$ cat src/rtl/ppu_pkg.sv
// PPU shared types for the background fetch scheduler.
// Slot entries, BG format codes and line-length constants.
package ppu_pkg;

    typedef struct packed {
        logic [1:0] owner;
        logic       is_map;
        logic       is_data;
        logic [2:0] num;
    } slot_ent_t;

    localparam logic [8:0] FETCH_X_LAST = 9'd263;
    localparam logic [2:0] MODE_IDLE    = 3'd7;

    localparam logic [2:0] FMT_OPT      = 3'b000;
    localparam logic [2:0] FMT_2BPP     = 3'b001;
    localparam logic [2:0] FMT_4BPP     = 3'b010;
    localparam logic [2:0] FMT_8BPP     = 3'b011;
    localparam logic [2:0] FMT_OPT4     = 3'b100;
    localparam logic [2:0] FMT_2BPP_HI  = 3'b101;
    localparam logic [2:0] FMT_4BPP_HI  = 3'b110;

    localparam slot_ent_t ENT_IDLE = '0;

    function automatic slot_ent_t ent_m(input logic [1:0] bg,
                                        input logic [2:0] n);
        slot_ent_t e;
        e = '{owner: bg, is_map: 1'b1, is_data: 1'b0, num: n};
        return e;
    endfunction

    function automatic slot_ent_t ent_d(input logic [1:0] bg,
                                        input logic [2:0] n);
        slot_ent_t e;
        e = '{owner: bg, is_map: 1'b0, is_data: 1'b1, num: n};
        return e;
    endfunction

endpackage

$ cat src/rtl/bg_fetch_table.sv
// Combinational mode/slot lookup for the BG fetch scheduler.
// Gives the slot owner/kind/num plus per-BG format and enable.
module bg_fetch_table
    import ppu_pkg::*;
(
    input  logic [2:0]       mode,
    input  logic [2:0]       slot,
    output slot_ent_t        ent,
    output logic [3:0][2:0]  fmt,
    output logic [3:0]       en
);

    // Slot schedule and BG formats for the selected mode
    always_comb begin
        ent = ENT_IDLE;
        fmt = '0;
        en  = '0;
        unique case (mode)
            3'd0: begin
                fmt[0] = FMT_2BPP;
                fmt[1] = FMT_2BPP;
                fmt[2] = FMT_2BPP;
                fmt[3] = FMT_2BPP;
                en     = 4'b1111;
                unique case (slot)
                    3'd0: ent = ent_m(2'd0, 3'd0);
                    3'd1: ent = ent_m(2'd1, 3'd0);
                    3'd2: ent = ent_m(2'd2, 3'd0);
                    3'd3: ent = ent_m(2'd3, 3'd0);
                    3'd4: ent = ent_d(2'd0, 3'd0);
                    3'd5: ent = ent_d(2'd1, 3'd0);
                    3'd6: ent = ent_d(2'd2, 3'd0);
                    3'd7: ent = ent_d(2'd3, 3'd0);
                endcase
            end
            3'd1: begin
                fmt[0] = FMT_4BPP;
                fmt[1] = FMT_4BPP;
                fmt[2] = FMT_2BPP;
                en     = 4'b0111;
                unique case (slot)
                    3'd0: ent = ent_m(2'd0, 3'd0);
                    3'd1: ent = ent_m(2'd1, 3'd0);
                    3'd2: ent = ent_m(2'd2, 3'd0);
                    3'd3: ent = ent_d(2'd0, 3'd0);
                    3'd4: ent = ent_d(2'd0, 3'd2);
                    3'd5: ent = ent_d(2'd1, 3'd0);
                    3'd6: ent = ent_d(2'd1, 3'd2);
                    3'd7: ent = ent_d(2'd2, 3'd0);
                endcase
            end
            3'd2: begin
                fmt[0] = FMT_4BPP;
                fmt[1] = FMT_4BPP;
                fmt[2] = FMT_OPT;
                en     = 4'b0111;
                unique case (slot)
                    3'd0: ent = ent_m(2'd0, 3'd0);
                    3'd1: ent = ent_m(2'd1, 3'd0);
                    3'd2: ent = ent_m(2'd2, 3'd0);
                    3'd3: ent = ent_m(2'd2, 3'd1);
                    3'd4: ent = ent_d(2'd0, 3'd0);
                    3'd5: ent = ent_d(2'd0, 3'd2);
                    3'd6: ent = ent_d(2'd1, 3'd0);
                    3'd7: ent = ent_d(2'd1, 3'd2);
                endcase
            end
            3'd3: begin
                fmt[0] = FMT_8BPP;
                fmt[1] = FMT_4BPP;
                en     = 4'b0011;
                unique case (slot)
                    3'd0: ent = ent_m(2'd0, 3'd0);
                    3'd1: ent = ent_m(2'd1, 3'd0);
                    3'd2: ent = ent_d(2'd0, 3'd0);
                    3'd3: ent = ent_d(2'd0, 3'd2);
                    3'd4: ent = ent_d(2'd0, 3'd4);
                    3'd5: ent = ent_d(2'd0, 3'd6);
                    3'd6: ent = ent_d(2'd1, 3'd0);
                    3'd7: ent = ent_d(2'd1, 3'd2);
                endcase
            end
            3'd4: begin
                fmt[0] = FMT_8BPP;
                fmt[1] = FMT_2BPP;
                fmt[2] = FMT_OPT4;
                en     = 4'b0111;
                unique case (slot)
                    3'd0: ent = ent_m(2'd0, 3'd0);
                    3'd1: ent = ent_m(2'd1, 3'd0);
                    3'd2: ent = ent_m(2'd2, 3'd0);
                    3'd3: ent = ent_d(2'd0, 3'd0);
                    3'd4: ent = ent_d(2'd0, 3'd2);
                    3'd5: ent = ent_d(2'd0, 3'd4);
                    3'd6: ent = ent_d(2'd0, 3'd6);
                    3'd7: ent = ent_d(2'd1, 3'd0);
                endcase
            end
            3'd5: begin
                fmt[0] = FMT_4BPP_HI;
                fmt[1] = FMT_2BPP_HI;
                en     = 4'b0011;
                unique case (slot)
                    3'd0: ent = ent_m(2'd0, 3'd0);
                    3'd1: ent = ent_m(2'd1, 3'd0);
                    3'd2: ent = ent_d(2'd0, 3'd0);
                    3'd3: ent = ent_d(2'd0, 3'd1);
                    3'd4: ent = ent_d(2'd0, 3'd2);
                    3'd5: ent = ent_d(2'd0, 3'd3);
                    3'd6: ent = ent_d(2'd1, 3'd0);
                    3'd7: ent = ent_d(2'd1, 3'd1);
                endcase
            end
            3'd6: begin
                fmt[0] = FMT_4BPP_HI;
                fmt[2] = FMT_OPT;
                en     = 4'b0101;
                unique case (slot)
                    3'd0: ent = ent_m(2'd0, 3'd0);
                    3'd1: ent = ent_m(2'd2, 3'd0);
                    3'd2: ent = ent_m(2'd2, 3'd1);
                    3'd3: ent = ent_d(2'd0, 3'd0);
                    3'd4: ent = ent_d(2'd0, 3'd1);
                    3'd5: ent = ent_d(2'd0, 3'd2);
                    3'd6: ent = ent_d(2'd0, 3'd3);
                    3'd7: ent = ENT_IDLE;
                endcase
            end
            3'd7: ent = ENT_IDLE;
        endcase
    end

endmodule

$ cat src/rtl/bg_fetch_sched.sv
// Background fetch scheduler: walks x across a scanline and
// issues per-BG map/data strobes from the latched mode's slot table.
module bg_fetch_sched
    import ppu_pkg::*;
(
    input  logic             clk,
    input  logic             reset,
    input  logic             dot_en,
    input  logic             line_start,
    input  logic [2:0]       bg_mode,
    input  logic [3:0][14:0] bg_vram_addr,
    output logic [8:0]       x,
    output logic [3:0]       fetch_map,
    output logic [3:0]       fetch_data,
    output logic [2:0]       fetch_data_num,
    output logic [3:0][2:0]  bg_fmt,
    output logic [3:0]       bg_en,
    output logic [14:0]      vram_addr,
    output logic             newline,
    output logic             active
);

    logic [8:0] x_q, x_d;
    logic       active_q, active_d;
    logic       newline_q, newline_d;
    logic [2:0] mode_q, mode_d;

    slot_ent_t  ent;
    logic [3:0] sel;

    // Line sequencing: restart on line_start, else advance to the last dot
    always_comb begin
        x_d       = x_q;
        active_d  = active_q;
        newline_d = newline_q;
        mode_d    = mode_q;
        if (dot_en) begin
            newline_d = 1'b0;
            if (line_start) begin
                mode_d    = bg_mode;
                x_d       = '0;
                active_d  = 1'b1;
                newline_d = 1'b1;
            end else if (active_q) begin
                if (x_q == FETCH_X_LAST) begin
                    active_d = 1'b0;
                end else begin
                    x_d = x_q + 9'd1;
                end
            end
        end
    end

    // State registers; reset parks the latched mode on the idle mode
    always_ff @(posedge clk) begin
        if (reset) begin
            x_q       <= '0;
            active_q  <= 1'b0;
            newline_q <= 1'b0;
            mode_q    <= MODE_IDLE;
        end else begin
            x_q       <= x_d;
            active_q  <= active_d;
            newline_q <= newline_d;
            mode_q    <= mode_d;
        end
    end

    bg_fetch_table u_table (
        .mode (mode_q),
        .slot (x_q[2:0]),
        .ent  (ent),
        .fmt  (bg_fmt),
        .en   (bg_en)
    );

    // Strobes and address of the slot owner, gated by active
    always_comb begin
        fetch_map      = '0;
        fetch_data     = '0;
        fetch_data_num = '0;
        sel            = '0;
        vram_addr      = '0;
        if (active_q && (ent.is_map || ent.is_data)) begin
            sel[ent.owner]  = 1'b1;
            fetch_data_num  = ent.num;
        end
        if (ent.is_map) fetch_map = sel;
        if (ent.is_data) fetch_data = sel;
        for (int i = 0; i < 4; i++) begin
            if (sel[i]) vram_addr = vram_addr | bg_vram_addr[i];
        end
    end

    assign x       = x_q;
    assign active  = active_q;
    assign newline = newline_q;

endmodule

$ cat config.mk
export PLATFORM = sky130hd
export DESIGN_NAME = bg_fetch_sched
export DESIGN_NICKNAME = d
export VERILOG_FILES = /design/src/rtl/ppu_pkg.sv /design/src/rtl/bg_fetch_table.sv /design/src/rtl/bg_fetch_sched.sv
export SDC_FILE = /design/constraint.sdc
export NUM_CORES = 1
export LEC_CHECK = 0
export ABC_AREA = 1
export CAP_MARGIN = 20
export CORE_MARGIN = 1.5
export CORE_UTILIZATION = 40
export CTS_CLUSTER_SIZE = 20
export DETAILED_ROUTE_END_ITERATION = 10
export MAX_ROUTING_LAYER = met4
export PLACE_DENSITY = 0.86
export SLEW_MARGIN = 20
export SYNTH_ARGS = -nofsm -noshare
export SYNTH_HDL_FRONTEND = slang
export SYNTH_HIERARCHICAL = 1
export SYNTH_SLANG_ARGS = --single-unit
$ cat constraint.sdc
create_clock -name clk -period 3.7 [get_ports clk]
set_input_delay 0.555 -clock clk [delete_from_list [all_inputs] [get_ports clk]]
set_output_delay 0.555 -clock clk [all_outputs]
set_load 0.1 [all_outputs]
### Routed metal per tile, run 1

Scale bar: 20 um. The die is cut into 14 by 14 equal tiles; dark blue is low, red is high, scaled to the fullest tile. Values are wire area over tile area, all layers added.
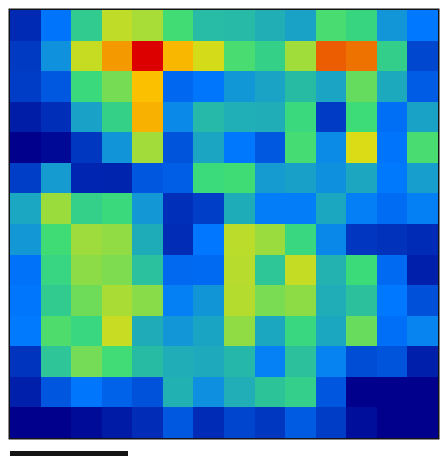
tiles over half the peak	23%
mean over tiles	0.21
emptiest ninth of the die	lower right
nearly empty tiles	4.6%
fullest tile	0.61
post-detailed-route wirelength per cell: 13.8 um
Via Count: 2,613
final routed wirelength across all metal layers: 6950 um

### Placed cells, one colour a class, run 1

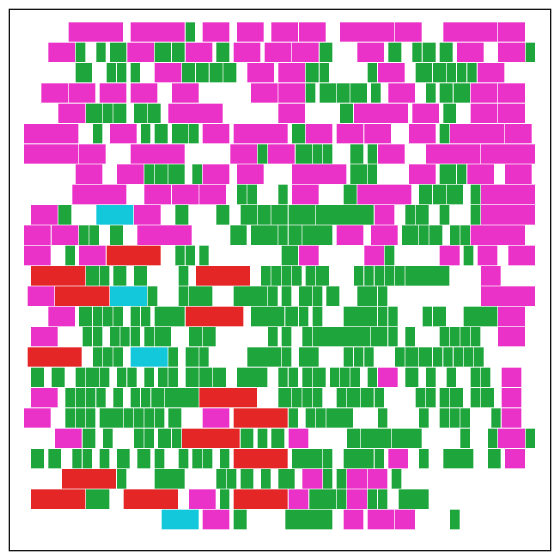
colour	class	cells	share of their area
red	sequential cells	14	8.7%
cyan	clock drivers and dummy loads	4	1.7%
magenta	remaining buffers and delay cells	120	42%
green	combinational and other logic	313	48%

### Routing congestion map, run 1

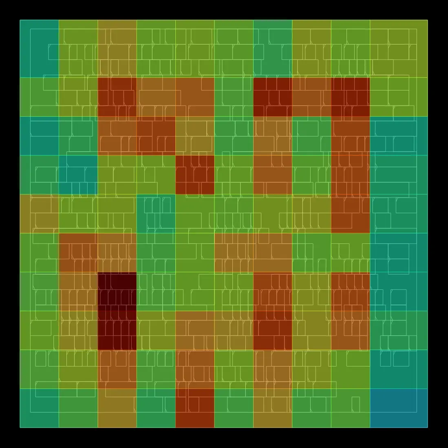
Global Route met3 Usage: 2.36%
met2 capacity usage during global routing: 43.2%
most used routing layer: met2
global-route usage over all layers: 26.2%

==> flow_summary.yaml, run 1 <==
# flow metrics
setup_path:
  timing.critical_path.slowest_cell_delay_ns: 0.71
  critPathMaxFanout: 34
  endpoint: "vram_addr[6]"
  worst_path_max_delay_cell: "dfxtp_1"
  r2r.worst_path.cells: 8
  cp.required_ns: 3.14
  timing_worst_setup_path_type: "reg2out"
  arrival_ns: 2.88
  timing.reg2reg.setup_slack_ns: 2.08
  r2r-start: "x[1]"
  critical_path.startpoint: "mode_q[1]"
  end_of_the_worst_register_to_register_path: "x[6]"
synth:
  yosys.stat.chipArea_sq_um: 1920
  syn-cell-area_sq_um: 1920
  yosys_synthesis_warning_count: 6
  synth.top_cells.by_area: "nand2_1 20%, dfxtp_1 15%, nand3_1 14%"
  yosys.cell_types.count: 32
  avgSynthCellArea_sq_um: 5.59
  synth.ff_latch_count: 14
  post_synth_inst_count: 344
placed_design:
  dpl_cell_area_sq_um: 3270
  placement.io_buffers: 116
  dpl.hpwl_um: 5360
finish:
  post_route_cells_drive_above_1_share_pct: 19.1
  total_nets_final: 525
  seq_area_sq_um: 284
  most_used_logic_cell_in_the_final_layout: "nand2_1"
  fillerInstances: 397
  multiInputGateArea_sq_um: 1400
  postLayoutCellArea_sq_um: 3330
grt:
  grt_pass1_wl_um: 10900
  antenna_found_initial: 0
  grtUsageMet1_pct: 35.0
  grt_pass1_vias: 2310
die:
  floorplan.die.width_um: 72.3
  coreArea_sq_um: 4660
  row_count: 25
  top_level_ports: 120
  die_height_um: 72.3
  initial_utilization_pct: 41.2
  fp.dieArea_sq_um: 5230
final_timing:
  timing.max_slew.rel_slack_pct: 34.5
  totalNegativeSetupSlack_ns: 0
  slew_viol_final: 0
  grt_setup_unrepaired: "no"
  max_clock_freq_mhz: 291
  max_slew.worst_pin.slew_ns: 0.979
  setup_violations: 0
power:
  pwr_density_cell_nw_per_um2: 208
  total_power_uw: 692
  total_switching_power_uw: 312
  combinationalPowerShare_pct: 53.8
  vdd.ir_drop.worst_uv: 208
  internal_power_uw: 380
  netSwitchingFraction_pct: 45.1
detailed_routing:
  post_drt_via_cell_ratio: 5.17
  dr.max_layer_used: "met4"
  detail_route.iter0.violations: 174
  drc_errors: 0
  route.layer.met1.wl_um: 2970
  met2_wirelength_um: 3460
cts:
  clock_tree.root_cell: "clkbuf_8"
  number_of_buffers_inserted_during_clock_tree_synthesis: 3
  tritoncts_clock_tree: "built"
  clkLatencyLatePin_ns: 0.25
  cts_resized: 0
  clock-sinks: 14
  h-tree-depth: 1
  cts-hold-fix-buffers: 0
job:
  max_cap_viol_count: 0
  log.warning_count: 30
min_path:
  hold_end: "newline"
run_status:
  run_status: "finished clean"
run 1: state kept, by name, indices dropped and copies added, names as in the netlist:
register,flops
x,9
newline,1
active,1
mode_q,3
run 1: synth_stat cells, drive strengths merged:
cell type,n
nand2,107
o22ai,1
clkbuf,1
inv,42
nor4,2
o21ai,9
a21oi,13
nor2,51
xor2,1
ha,6
buf,18
conb,1
nor3,1
dfxtp,14
nand4,15
nand3,60
o211ai,2
run 1: stage by stage:
stage                     utilization [%]  instances  worst slack, ns  hold slack [ns]
after global placement               70.2        501            0.661            0.451
after detailed placement             70.2        501            0.542            0.468
after global routing                 71.4        505          0.00946            0.508
after floorplan                         -        346           0.0448            0.443
after CTS                            71.4        505            0.259            0.479
final                                71.4        505            0.265            0.473
run 1: power groups by stage:
stage	Sequential, uW	Clock, uW	Combinational (uW)
finish	168	152	373
global route	169	159	388
CTS	168	152	372
detailed placement	171	0	371
global placement	170	0	368
floorplan	180	0	228
run 1: area by class of cell:
cell class	instances	area share (%)
clock buffer	4	1.65
inverter	42	4.81
multi-input combinational	271	42.1
sequential	14	8.53
tap	54	2.03
timing repair buffer	120	40.9
run 1: critical path: cells and delay by family, from the launching register on:
| kind | cells | cell delay, ns |
|---|---|---|
| AND/OR/NAND/NOR | 7 | 0.84 |
| AND-OR/OR-AND | 1 | 0.37 |
| flip-flops | 1 | 0.71 |
| buffers and inverters | 4 | 0.71 |
run 1: cell families after synthesis:
logic type | count (synthesis) | share of synthesized area (%)
AND/OR/NAND/NOR | 236 | 57.5
buffers and inverters | 61 | 15.6
AND-OR/OR-AND | 25 | 7.81
flip-flops | 14 | 14.6
adder cells (fa/ha/maj) | 6 | 3.91
XOR/XNOR | 1 | 0.456
other | 1 | 0.195
## Run 2: what changed since run 1
--- a/config.mk
+++ b/config.mk
@@ -6,7 +6,6 @@
 export NUM_CORES = 1
 export LEC_CHECK = 0
 export ABC_AREA = 1
-export CAP_MARGIN = 20
 export CORE_MARGIN = 1.5
 export CORE_UTILIZATION = 40
 export CTS_CLUSTER_SIZE = 20
### Register map, names as in the netlist, run 2

Scale bar: 20 um.
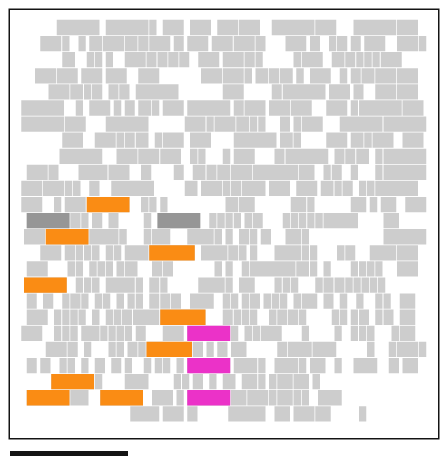
colour	signal	sequential cells
orange	`x`	9
magenta	`mode_q`	3

==> run 2 against run 1 <==
Clock skew unchanged. Worst setup slack unchanged. Clock power about the same.
==> flow_summary.yaml, run 2 <==
# flow metrics
run_status:
  run_status: "finished clean"
synth:
  post_synth_inst_count: 344
  asyncSetResetFlopFracSynth_pct: 0
  aoi_share_pct: 7.81
  count_of_flip_flops_with_a_built_in_enable_after_synthesis: 0
  synth.top_cells.by_count: "102 x nand2_1, 55 x nand3_1, 43 x nor2_1, 29 x inv_1, 15 x nand4_1"
  netlist.top_cell.by_instances: "nand2_1"
  avgSynthCellArea_sq_um: 5.59
  syn-cell-area_sq_um: 1920
  synth.mux.area_fraction_pct: 0
  yosys.cell_types.count: 32
  synth.top_cells.by_area: "nand2_1 20%, dfxtp_1 15%, nand3_1 14%"
  post_synth_main_logic_family: "simple AND/OR/NAND/NOR gates"
  yosys_cells: 344
  yosys.stat.chipArea_sq_um: 1920
  flop_cell: "dfxtp_1"
  xor_area_share_pct: 0.456
  yosys.area_share.adder_pct: 3.91
die:
  floorplan.die.width_um: 72.3
  coreArea_sq_um: 4660
  fp.dieArea_sq_um: 5230
  top_level_ports: 120
  row_count: 25
  initial_utilization_pct: 41.2
  die_height_um: 72.3
grt:
  grt_pass1_wl_um: 10900
  antenna_found_initial: 0
  grtUsageTotal_pct: 26.2
  grt_pass1_vias: 2310
final_timing:
  slew_viol_final: 0
  final_critical_path_time_including_i_o_delays_and_setup_ns: 3.44
  timing.max_slew.rel_slack_pct: 34.5
  grt_setup_unrepaired: "no"
  timing.final.hold_violations: 0
  worst_hold_slack_ns: 0.473
  max_slew.worst_pin.slew_ns: 0.979
  totalNegativeSetupSlack_ns: 0
  setup_violations: 0
  worst_slack_ns: 0.265
detailed_routing:
  drt_wl_total_um: 6950
  post_drt_via_cell_ratio: 5.17
  drc_errors: 0
  detail_route.iter0.violations: 174
  wl_per_cell_um: 13.8
  routed-via-count: 2613
cts:
  clock-sinks: 14
  tritoncts_clock_tree: "built"
  cts_resized: 0
  h-tree-depth: 1
  clkLatencyLatePin_ns: 0.25
  cts-hold-fix-buffers: 0
  number_of_buffers_inserted_during_clock_tree_synthesis: 3
  clock_tree.root_cell: "clkbuf_8"
power:
  pwr_density_cell_nw_per_um2: 208
  vdd.ir_drop.worst_uv: 208
  total_power_uw: 692
setup_path:
  worstPathBufferInverterCount: 4
  worst_path_max_delay_cell: "dfxtp_1"
  timing.critical_path.slowest_cell_delay_ns: 0.71
  r2r.worst_path.cells: 8
  timing.reg2reg.setup_slack_ns: 2.08
  end_of_the_worst_register_to_register_path: "x[6]"
  worst_path_dominant_cell_family: "simple AND/OR/NAND/NOR gates"
  cp.required_ns: 3.14
  critPathMaxFanout: 34
  r2r-start: "x[1]"
  timing_worst_setup_path_type: "reg2out"
  arrival_ns: 2.88
min_path:
  hold_end: "newline"
placed_design:
  dpl.hpwl_um: 5360
  dpl_cell_area_sq_um: 3270
  place_inst: 501
  placement.io_buffers: 116
  place_worst_setup_slack_ns: 0.542
finish:
  multiInputGateArea_sq_um: 1400
  seq_area_sq_um: 284
  largest_register_ff_count: 9
  fillerInstances: 397
  postLayoutCellArea_sq_um: 3330
  most_used_logic_cell_in_the_final_layout: "nand2_1"
  post-route-util_pct: 71.4
  final_cells: 505
  post_route_cells_drive_above_1_share_pct: 19.1
job:
  max_cap_viol_count: 0
==> run 2: cell counts after synthesis <==
No cell type changed its count.
==> run 2: layout make-up <==
cell class / count / area share [%]
timing repair buffer: 120 / 40.9
clock buffer: 4 / 1.65
multi-input combinational: 271 / 42.1
inverter: 42 / 4.81
tap: 54 / 2.03
sequential: 14 / 8.53
==> run 2: kinds of logic (layout without fill, tap and decap cells) <==
| kind of cell | Yosys count | count (layout) |
|---|---|---|
| compound gates | 25 | 25 |
| xor+xnor | 1 | 1 |
| fa+ha+maj | 6 | 6 |
| buf+inv | 61 | 166 |
| flops | 14 | 14 |
| other cells | 1 | 3 |
| simple gates | 236 | 236 |
==> run 2: worst max-delay path by stage <==
stage,from,to,slack (ns),depth (start not counted)
floorplan,x[0],vram_addr[10],0.04,10
global placement,mode_q[1],vram_addr[10],0.66,13
detailed placement,mode_q[1],vram_addr[6],0.54,12
CTS,mode_q[1],vram_addr[12],0.26,12
global route,mode_q[1],vram_addr[14],0.009,13
finish,mode_q[1],vram_addr[6],0.26,12
==> run 2: metal layers <==
layer | part of all wire (%) | track usage (%) | wire length (um) | up-vias
met5 | 0 | - | 0 | -
met2 | 50 | 43.2 | 3460 | 93
met3 | 5.9 | 2.36 | 407 | 13
met1 | 43 | 35.0 | 2970 | 1187
met4 | 1.5 | 6.08 | 106 | 0
li1 | - | - | - | 1320
==> run 2: report_power, final <==
| part | leakage (uW) | switching (uW) | internal, uW |
|---|---|---|---|
| registers | 0.000115 | 12.0 | 156 |
| logic | 0.00125 | 242 | 130 |
| clock network | 0.0000288 | 57.8 | 94.4 |
| total | 0.00139 | 312 | 380 |
Power and IR drop assume default switching activity.
